## src/rtl/sparse_rle_encoder.sv

```systemverilog
// Zero-run-length encoder: dense element stream -> {done, value, skip} SRAM entries.
// Optional statistics outputs (nnz_count_o, vec_count_o) are built when SPARSE_RLE_ENCODER_STATS_EN is defined.
package sparse_mac_pkg;
  localparam int VALUE_W = 8;
  localparam int SKIP_W  = 4;

  typedef struct packed {
    logic               done;
    logic [VALUE_W-1:0] value;
    logic [SKIP_W-1:0]  skip;
  } sram_data_t;
endpackage

module sparse_rle_encoder
  import sparse_mac_pkg::*;
#(
  parameter int CNT_W = 16
) (
  input  logic               mac_clk,
  input  logic               mac_rst,
  input  logic               dense_valid_i,
  output logic               dense_ready_o,
  input  logic [VALUE_W-1:0] dense_data_i,
  input  logic               dense_last_i,
  output logic               sram_valid_o,
  input  logic               sram_ready_i,
  output sram_data_t         sram_data_o
`ifdef SPARSE_RLE_ENCODER_STATS_EN
  ,
  output logic [CNT_W-1:0]   nnz_count_o,
  output logic [CNT_W-1:0]   vec_count_o
`endif
);

  typedef enum logic [1:0] {
    STREAM    = 2'd0,
    DONE_LOAD = 2'd1,
    DONE_WAIT = 2'd2
  } state_t;

  localparam logic [SKIP_W-1:0] SKIP_MAX = {SKIP_W{1'b1}};
  localparam logic [SKIP_W-1:0] ZC_ONE   = {{(SKIP_W-1){1'b0}}, 1'b1};

  state_t            state;
  state_t            state_next;
  logic [SKIP_W-1:0] zc;
  logic [SKIP_W-1:0] zc_next;
  logic              alive;
  logic              out_free;
  logic              drain;
  logic              accept;
  logic              nonzero;
  logic              load;
  logic              load_nz;
  sram_data_t        load_data;

  assign drain    = sram_valid_o && sram_ready_i;
  assign out_free = !sram_valid_o || sram_ready_i;
  assign nonzero  = (dense_data_i != {VALUE_W{1'b0}});
  // alive keeps ready low until the first clock edge after reset release
  assign dense_ready_o = alive && (state == STREAM) && out_free;
  assign accept   = dense_valid_i && dense_ready_o;

  always_ff @(posedge mac_clk or posedge mac_rst) begin
    if (mac_rst) begin
      state <= STREAM;
      zc    <= {SKIP_W{1'b0}};
      alive <= 1'b0;
    end else begin
      state <= state_next;
      zc    <= zc_next;
      alive <= 1'b1;
    end
  end

  always_comb begin
    state_next = state;
    zc_next    = zc;
    case (state)
      STREAM: begin
        if (accept) begin
          if (dense_last_i || nonzero || (zc == SKIP_MAX)) zc_next = {SKIP_W{1'b0}};
          else zc_next = zc + ZC_ONE;
          if (dense_last_i) state_next = DONE_LOAD;
          else state_next = STREAM;
        end else begin
          zc_next = zc;
        end
      end
      DONE_LOAD: begin
        if (out_free) state_next = DONE_WAIT;
        else state_next = DONE_LOAD;
      end
      DONE_WAIT: begin
        if (drain) state_next = STREAM;
        else state_next = DONE_WAIT;
      end
      default: state_next = STREAM;
    endcase
  end

  always_comb begin
    load      = 1'b0;
    load_nz   = 1'b0;
    load_data = '0;
    case (state)
      STREAM: begin
        if (accept && nonzero) begin
          load            = 1'b1;
          load_nz         = 1'b1;
          load_data.value = dense_data_i;
          load_data.skip  = zc;
        end else if (accept && !dense_last_i && (zc == SKIP_MAX)) begin
          // saturation filler: value 0 advances the consumer by SKIP_MAX+1
          load           = 1'b1;
          load_data.skip = SKIP_MAX;
        end else begin
          load = 1'b0;
        end
      end
      DONE_LOAD: begin
        load           = out_free;
        load_data.done = 1'b1;
      end
      default: begin
        load = 1'b0;
      end
    endcase
  end

  always_ff @(posedge mac_clk or posedge mac_rst) begin
    if (mac_rst) begin
      sram_valid_o <= 1'b0;
      sram_data_o  <= '0;
    end else if (load) begin
      sram_valid_o <= 1'b1;
      sram_data_o  <= load_data;
    end else if (drain) begin
      sram_valid_o <= 1'b0;
    end else begin
      sram_valid_o <= sram_valid_o;
    end
  end

`ifdef SPARSE_RLE_ENCODER_STATS_EN
  localparam logic [CNT_W-1:0] CNT_ONE = {{(CNT_W-1){1'b0}}, 1'b1};
  logic [CNT_W-1:0] nnz_run;

  // nnz_run is published and restarted when the done token handshakes
  always_ff @(posedge mac_clk or posedge mac_rst) begin
    if (mac_rst) begin
      nnz_run     <= {CNT_W{1'b0}};
      nnz_count_o <= {CNT_W{1'b0}};
      vec_count_o <= {CNT_W{1'b0}};
    end else if ((state == DONE_WAIT) && drain) begin
      nnz_count_o <= nnz_run;
      nnz_run     <= {CNT_W{1'b0}};
      vec_count_o <= vec_count_o + CNT_ONE;
    end else if (load_nz) begin
      nnz_run <= nnz_run + CNT_ONE;
    end else begin
      nnz_run <= nnz_run;
    end
  end
`endif

endmodule
```

## config.mk

```make
export PLATFORM = sky130hd
export DESIGN_NAME = sparse_rle_encoder
export DESIGN_NICKNAME = d
export VERILOG_FILES = /design/src/rtl/sparse_rle_encoder.sv
export SDC_FILE = /design/constraint.sdc
export NUM_CORES = 1
export LEC_CHECK = 0
export ABC_AREA = 1
export ABC_CLOCK_PERIOD_IN_PS = 1700
export CORE_MARGIN = 2
export CORE_UTILIZATION = 48
export CTS_CLUSTER_DIAMETER = 80
export CTS_CLUSTER_SIZE = 12
export DETAILED_ROUTE_END_ITERATION = 10
export GPL_ROUTABILITY_DRIVEN = 0
export PLACE_DENSITY = 0.78
export SYNTH_ARGS = -nofsm -noshare
export SYNTH_HDL_FRONTEND = slang
export SYNTH_SLANG_ARGS = --single-unit
```

## constraint.sdc

```tcl
create_clock -name mac_clk -period 1.7 [get_ports mac_clk]
set_input_delay 0.34 -clock mac_clk [delete_from_list [all_inputs] [get_ports mac_clk]]
set_output_delay 0.34 -clock mac_clk [all_outputs]
set_load 0.01 [all_outputs]
```

Run 1, the clock network:
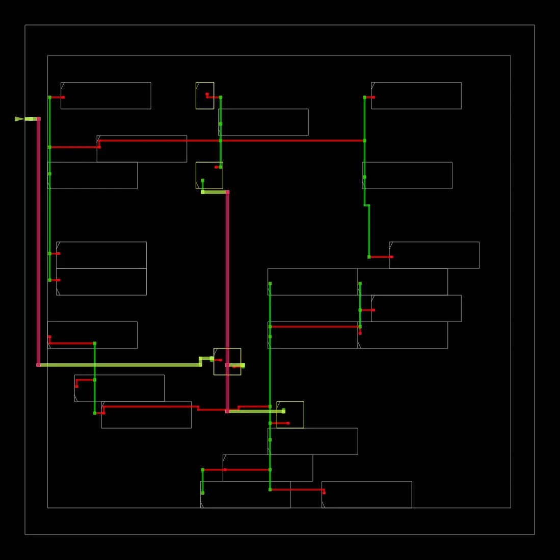
total CTS buffers: 3
flip-flops: 21
Layout Skew: 0.001527 ns
clk sink count: 21

Run 1, gate families picked out:
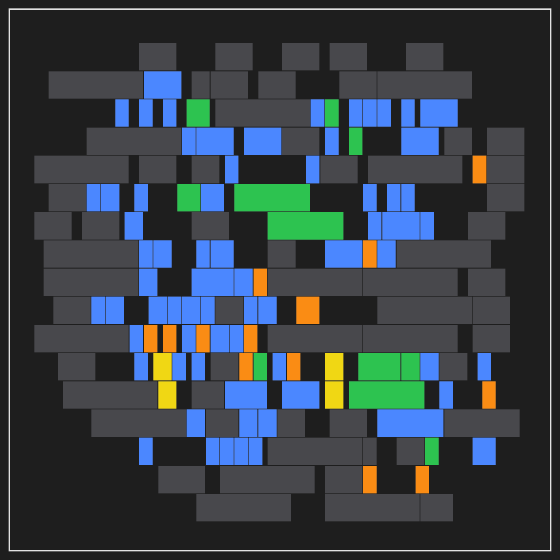
| colour | family | cells |
|---|---|---|
| orange | inverters | 13 |
| yellow | inverting AOI/OAI gates | 4 |
| blue | NAND gates | 68 |
| green | NOR gates | 11 |

Run 1, sequential cells grouped by signal name:
Other sequential cells in the stronger grey, the rest of the logic in the fainter grey.
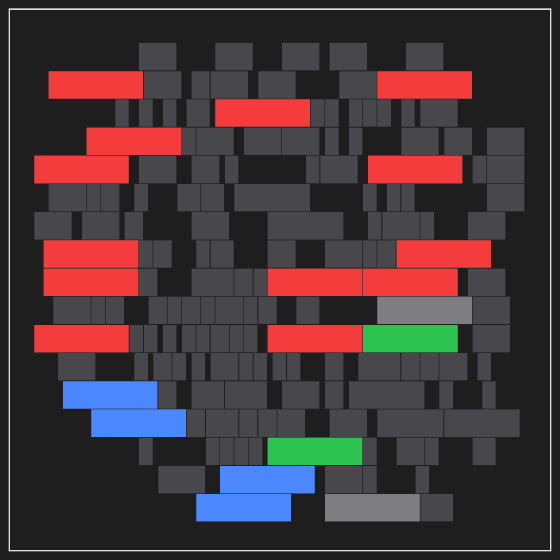
| colour | netlist name | placed flops |
|---|---|---|
| red | sram_data_o | 13 |
| green | state | 2 |
| blue | zc | 4 |
Seq. cell area: 525.5 um^2
fin util: 67.73%

==> flow_metrics.env, run 1 <==
# flow metrics
export IMPL_met2_usage_pct=36.50
export IMPL_cp_required_ns=1.36
export IMPL_met3_length_um=63
export IMPL_taps=28
export IMPL_ant_nets=0
export IMPL_coreArea_um2=2191
export IMPL_end_kind="output port"
export IMPL_seq_share_pct=35.41
export IMPL_clockBufferDepth=2
export IMPL_htreeDepth=1
export IMPL_grt_pass1_vias=959
export IMPL_fin_nets=173
export IMPL_setup_ws_ns=0.04810
export IMPL_synthDistinctLibCells=22
export IMPL_powerDensity_nw_per_um2=1145
export IMPL_syn_cell_area_um2=1111
export IMPL_syn_inst=123
export IMPL_top_regs="sram_data_o x13, zc x4, state x2"
export IMPL_comb_cells=87
export IMPL_reg2reg_from="state[1]"
export IMPL_cts_root_buf="clkbuf_4"
export IMPL_setup_tns_ns=0
export IMPL_top_cells_by_area="dfrtp_1, nand2_1, nand3_2, nand3_1, nor2_8"
export IMPL_path_cells="clkdlybuf4s50_1 -> inv_1 -> nand2_2 -> nand3_4 -> inv_1 -> dlygate4sd2_1"
export IMPL_yosysWarnings=0
export IMPL_warnings=26
export IMPL_ctsHoldBuffers=0
export IMPL_crit_path_top_delay_cell="clkdlybuf4s50_1"
export IMPL_logic_area_um2=518.0
export IMPL_top_area_cell="dfrtp_1"
export IMPL_final_cells=186
export IMPL_grt_util_met3_pct=2.586
export IMPL_track_usage_pct=20.20
export IMPL_num_rows=17
export IMPL_leakagePower_nw=0.7780
export IMPL_hold_ws_ns=0.3517
export IMPL_crit_top_cell="inv_1"
export IMPL_finalCritPeriodShare_pct=97.17
export IMPL_placed_cells=182
export IMPL_cts_setup_buffers=0
export IMPL_clkLatencyLatePin_ns=0.31
export IMPL_sh_comb_area_pct=34.91
export IMPL_outcome="completed"
export IMPL_dr_max_layer_used="met4"
export IMPL_routedWlPerCell_um=12.06
export IMPL_ys_sh_adder_pct=1.126
export IMPL_rr_worst_depth=7
export IMPL_worstSetupStartpoint="sram_ready_i"
export IMPL_drc=0
export IMPL_worstSetupStartpointType="input port"
export IMPL_worst_path_max_fanout=2
export IMPL_max_cap_viol_count=0
export IMPL_grt_max_degree=22
export IMPL_period_needed_ns=1.652
export IMPL_clock_cell_area_share_pct=1.855
export IMPL_die_h_um=52.11
export IMPL_switching_share_pct=36.14
export IMPL_rr_endpoint="sram_data_o[0]"
export IMPL_cpPeakStageDelay_ns=0.48
export IMPL_power_sequential_mw=0.712
export IMPL_power_mw=1.700
export IMPL_dominant_cell_class="sequential cells"
export IMPL_critical_path_top_delay_family="buffers and inverters"
export IMPL_buffers=33
export IMPL_antenna_found_initial=0
export IMPL_yosys_most_used_dff="dfrtp_1"
export IMPL_drt_iter0_drc=16
export IMPL_wl_met1_um=971
export IMPL_synthToLayoutAreaGrowth_pct=33.56
export IMPL_edf_count=0
export IMPL_synthTopLogicFamily="simple AND/OR/NAND/NOR gates"
export IMPL_ioPinCount=28
export IMPL_met1_usage_pct=22.91
export IMPL_yosysMostFrequentCell="nand2_1"
export IMPL_cts_tree="yes"
--- run 2 (diff from run 1) ---
--- a/config.mk
+++ b/config.mk
@@ -5,15 +5,16 @@
 export SDC_FILE = /design/constraint.sdc
 export NUM_CORES = 1
 export LEC_CHECK = 0
-export ABC_AREA = 1
+export ABC_AREA = 0
 export ABC_CLOCK_PERIOD_IN_PS = 1700
 export CORE_MARGIN = 2
-export CORE_UTILIZATION = 48
+export CORE_UTILIZATION = 45
 export CTS_CLUSTER_DIAMETER = 80
 export CTS_CLUSTER_SIZE = 12
 export DETAILED_ROUTE_END_ITERATION = 10
 export GPL_ROUTABILITY_DRIVEN = 0
-export PLACE_DENSITY = 0.78
+export PLACE_DENSITY = 0.76
+export REMOVE_ABC_BUFFERS = 1
 export SYNTH_ARGS = -nofsm -noshare
 export SYNTH_HDL_FRONTEND = slang
 export SYNTH_SLANG_ARGS = --single-unit
Run 2, clock distribution:
Scale bar: 20 um.
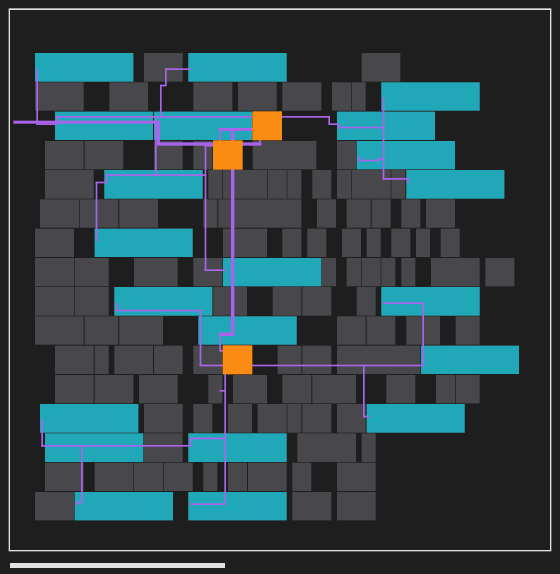
[orange] cells driving clock nets | count: 3
[purple] clock wires | length: 245 um
[cyan] flip-flops | count: 21
routed clock nets: 4

==> flow_metrics.env, run 2 <==
# flow metrics
export IMPL_seq_cell_count=21
export IMPL_register_area_um2=525.5
export IMPL_yosysWarnings=0
export IMPL_rr_worst_depth=5
export IMPL_fin_nets=146
export IMPL_met2_usage_pct=34.43
export IMPL_worst_path_max_fanout=3
export IMPL_met3_length_um=89
export IMPL_ioPinCount=28
export IMPL_setup_tns_ns=0
export IMPL_num_rows=16
export IMPL_leakagePower_nw=0.6489
export IMPL_warnings=25
export IMPL_reg2reg_from="state[0]"
export IMPL_die_h_um=50.21
export IMPL_syn_inst=87
export IMPL_buffers=45
export IMPL_drt_iter0_drc=12
export IMPL_end_kind="output port"
export IMPL_setup_ws_ns=0.06087
export IMPL_coreArea_um2=1982
export IMPL_switching_share_pct=22.33
export IMPL_met1_usage_pct=26.81
export IMPL_power_sequential_mw=0.501
export IMPL_grt_util_met3_pct=3.571
export IMPL_cts_setup_buffers=0
export IMPL_worstSetupStartpoint="sram_valid_o"
export IMPL_track_usage_pct=20.18
export IMPL_critical_path_top_delay_family="buffers and inverters"
export IMPL_clkLatencyLatePin_ns=0.30
export IMPL_ys_sh_adder_pct=1.302
export IMPL_taps=27
export IMPL_grt_max_degree=22
export IMPL_ant_nets=0
export IMPL_outcome="completed"
export IMPL_placed_cells=154
Run 2, gate families picked out:
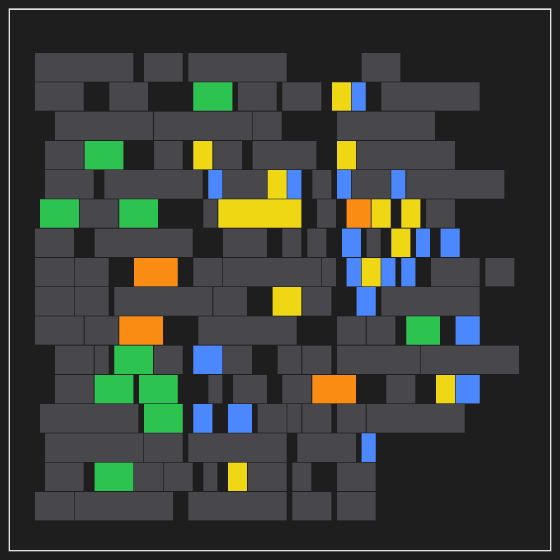
| colour | family | cells |
|---|---|---|
| yellow | inverting AOI/OAI gates | 12 |
| green | AND-OR and OR-AND gates | 10 |
| blue | NAND gates | 18 |
| orange | AND and OR gates | 4 |

